Fig. 1: clock distribution
(4 px per um)
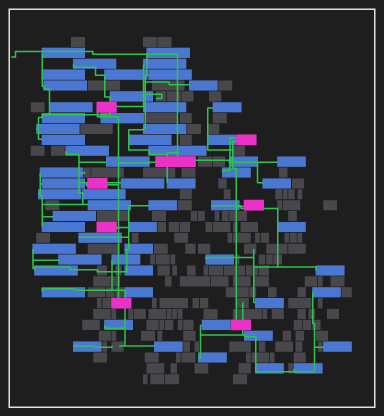
Fig. 2: track usage over the die
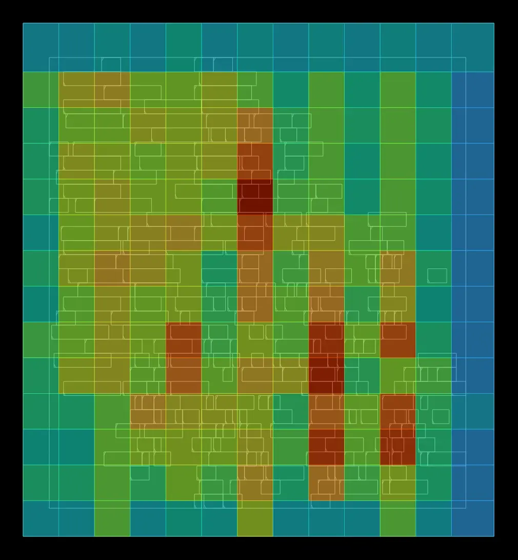
### config.mk
export PLATFORM = sky130hd
export DESIGN_NAME = uart_tx_fifo
export DESIGN_NICKNAME = d
export VERILOG_FILES = /design/src/rtl/uart_tx_fifo.sv
export SDC_FILE = /design/constraint.sdc
export NUM_CORES = 1
export LEC_CHECK = 0
export CORE_ASPECT_RATIO = 1.1
export CORE_MARGIN = 5
export CORE_UTILIZATION = 40
export DETAILED_ROUTE_END_ITERATION = 10
export PLACE_DENSITY = 0.65
export SETUP_SLACK_MARGIN = 0.3
export SYNTH_ARGS = -nofsm -noshare
export SYNTH_HDL_FRONTEND = slang
export SYNTH_SLANG_ARGS = --single-unit
### constraint.sdc
create_clock -name clk -period 5 [get_ports clk]
set_input_delay 1 -clock clk [delete_from_list [all_inputs] [get_ports clk]]
set_output_delay 1 -clock clk [all_outputs]
set_load 0.05 [all_outputs]
### src/rtl/uart_tx_fifo.sv
// 8N1 UART transmitter (LSB first) fed by a small valid/ready byte FIFO.
// Queued bytes are sent back-to-back with no idle gap between frames.
module uart_tx_fifo #(
  parameter int CLKS_PER_BIT = 87,
  parameter int FIFO_DEPTH   = 4
) (
  input  logic                          clk,
  input  logic                          rst_n,
  input  logic                          ena,
  input  logic [7:0]                    in_data,
  input  logic                          in_valid,
  output logic                          in_ready,
  output logic                          tx,
  output logic                          busy,
  output logic [$clog2(FIFO_DEPTH):0]   fifo_count
);

  localparam int AW = $clog2(FIFO_DEPTH);
  localparam int CW = AW + 1;
  localparam int BW = $clog2(CLKS_PER_BIT);
  localparam logic [BW-1:0] BAUD_LAST = BW'(CLKS_PER_BIT - 1);
  localparam logic [BW-1:0] BAUD_ONE  = BW'(1);
  localparam logic [CW-1:0] DEPTH_C   = CW'(FIFO_DEPTH);
  localparam logic [CW-1:0] CNT_ONE   = CW'(1);
  localparam logic [AW-1:0] PTR_ONE   = AW'(1);

  typedef enum logic [1:0] {IDLE, START, DATA, STOP} state_t;

  state_t          state_q, state_d;
  logic [BW-1:0]   baud_q, baud_d;
  logic [2:0]      bit_q, bit_d;
  logic [7:0]      shift_q, shift_d;
  logic            tx_d;
  logic [7:0]      mem [FIFO_DEPTH];
  logic [AW-1:0]   wr_ptr, rd_ptr;
  logic            rdy_q;
  logic            full, empty, push, pop, baud_last;

  assign full      = (fifo_count == DEPTH_C);
  assign empty     = (fifo_count == '0);
  // rdy_q delays readiness until the first edge that samples rst_n high.
  assign in_ready  = ena & rst_n & rdy_q & ~full;
  assign push      = in_valid & in_ready;
  assign busy      = (state_q != IDLE) | ~empty;
  assign baud_last = (baud_q == BAUD_LAST);

  // NOTE: every always_comb output gets a default first so no path leaves it unassigned (no latch).
  always_comb begin
    state_d = state_q;
    baud_d  = baud_q;
    bit_d   = bit_q;
    shift_d = shift_q;
    pop     = 1'b0;
    tx_d    = 1'b1;
    case (state_q)
      IDLE: begin
        if (!empty) begin
          pop     = 1'b1;
          shift_d = mem[rd_ptr];
          baud_d  = '0;
          state_d = START;
        end
      end
      START: begin
        tx_d = 1'b0;
        if (baud_last) begin
          baud_d  = '0;
          bit_d   = '0;
          state_d = DATA;
        end else begin
          baud_d = baud_q + BAUD_ONE;
        end
      end
      DATA: begin
        tx_d = shift_q[0];
        if (baud_last) begin
          baud_d  = '0;
          shift_d = shift_q >> 1;
          if (bit_q == 3'd7) state_d = STOP;
          else               bit_d   = bit_q + 3'd1;
        end else begin
          baud_d = baud_q + BAUD_ONE;
        end
      end
      STOP: begin
        if (baud_last) begin
          baud_d = '0;
          // Chain straight into the next start bit when more data waits.
          if (!empty) begin
            pop     = 1'b1;
            shift_d = mem[rd_ptr];
            state_d = START;
          end else begin
            state_d = IDLE;
          end
        end else begin
          baud_d = baud_q + BAUD_ONE;
        end
      end
      default: state_d = IDLE;
    endcase
  end

  // NOTE: sequential state uses non-blocking assignments so all registers update from pre-edge values.
  always_ff @(posedge clk) begin
    if (!rst_n) begin
      state_q    <= IDLE;
      baud_q     <= '0;
      bit_q      <= '0;
      shift_q    <= '0;
      tx         <= 1'b1;
      wr_ptr     <= '0;
      rd_ptr     <= '0;
      fifo_count <= '0;
      rdy_q      <= 1'b0;
    end else begin
      rdy_q <= 1'b1;
      if (ena) begin
        state_q <= state_d;
        baud_q  <= baud_d;
        bit_q   <= bit_d;
        shift_q <= shift_d;
        tx      <= tx_d;
        if (push) wr_ptr <= wr_ptr + PTR_ONE;
        if (pop)  rd_ptr <= rd_ptr + PTR_ONE;
        case ({push, pop})
          2'b10:   fifo_count <= fifo_count + CNT_ONE;
          2'b01:   fifo_count <= fifo_count - CNT_ONE;
          default: fifo_count <= fifo_count;
        endcase
      end
    end
  end

  // NOTE: the storage array has no reset; occupancy and pointers alone decide what is valid.
  always_ff @(posedge clk) begin
    if (push) mem[wr_ptr] <= in_data;
  end

endmodule

==> deck_impl_summary.md <==
Physical Implementation Snapshot

Place
  • PortBufs: 17
  • Placer Congestion: 0.737
  • DP Cell Count: 317

Run status
  • Status: complete, no violations

Cells and area
  • Cell Count, Final, Fillers Out: 333
  • Flip-flops: 63
  • Inverter count: 12
  • Fraction of area in registers: 47.9%
  • Largest class: flip-flops and latches

STA
  • Max Slew Vio Count: 0
  • Fmax: 256 MHz
  • Setup violations, final: 0

Power
  • Internal power: 0.939 mW
  • Flop pwr share: 44.2%
  • Pwr/cell area: 432 nW/um^2
  • Gate power share: 27.8%

Drt
  • Via/cell ratio: 5.04
  • Drt pass-1 iters: 4
  • Remaining DRCs: 0
  • WL met2: 2220 um

Critical path
  • Critical path class: primary input to output pin
  • CP startpoint: rst_n
  • Crit Path Max Fanout: 11
  • Worst R2R Path Depth: 12
  • CP Data Arrival Time: 2.90 ns
  • Worst path required time: 4.00 ns
  • Cell mode on critical path: clkdlybuf4s50_1
  • Worst reg2reg endpoint: fifo_count[2]
  • WP buf/inv: 2
  • CP Capture Type: output pin

CTS
  • CTS tree: yes
  • Clock tree buffer depth: 2
  • H-tree level count: 3
  • Setup bufs post-CTS: 0
  • Num CTS Buffers: 9

Job
  • Maxcap violations: 0

Worst hold path
  • Hold Path Stages: 2

Global routing
  • Largest net degree at the start of global routing: 19
  • Total track usage: 11.3%
  • Vias in the first global route: 1729
  • First-pass GRT wire length: 8030 um
  • Antenna violations before repair: 0

Yosys
  • Register share after synthesis: 54.8%
  • Post-Synth XOR/XNOR Area: 3.03%
  • Yosys Warn Count: 0
  • Number of cells in Yosys stat: 223
  • Fraction of registers with async set/reset: 0%
## Picture notes: Fig. 1
Key: magenta = cells driving clock nets [count 9]; green = clock wires [length 796 um]; blue = flip-flops [count 63]
There are 10 routed clock nets.
worst skew pair latency: 0.34 ns
P_clk: 0.399 mW
Clock Skews: 0.00646 ns

## Picture notes: Fig. 2
gr busiest metal: met2
Final Util: 47.1%
GR Util met3: 2.87%
met2 usage: 17.9%
Routed WL per cell: 14.3 um

Power and IR drop assume default switching activity.
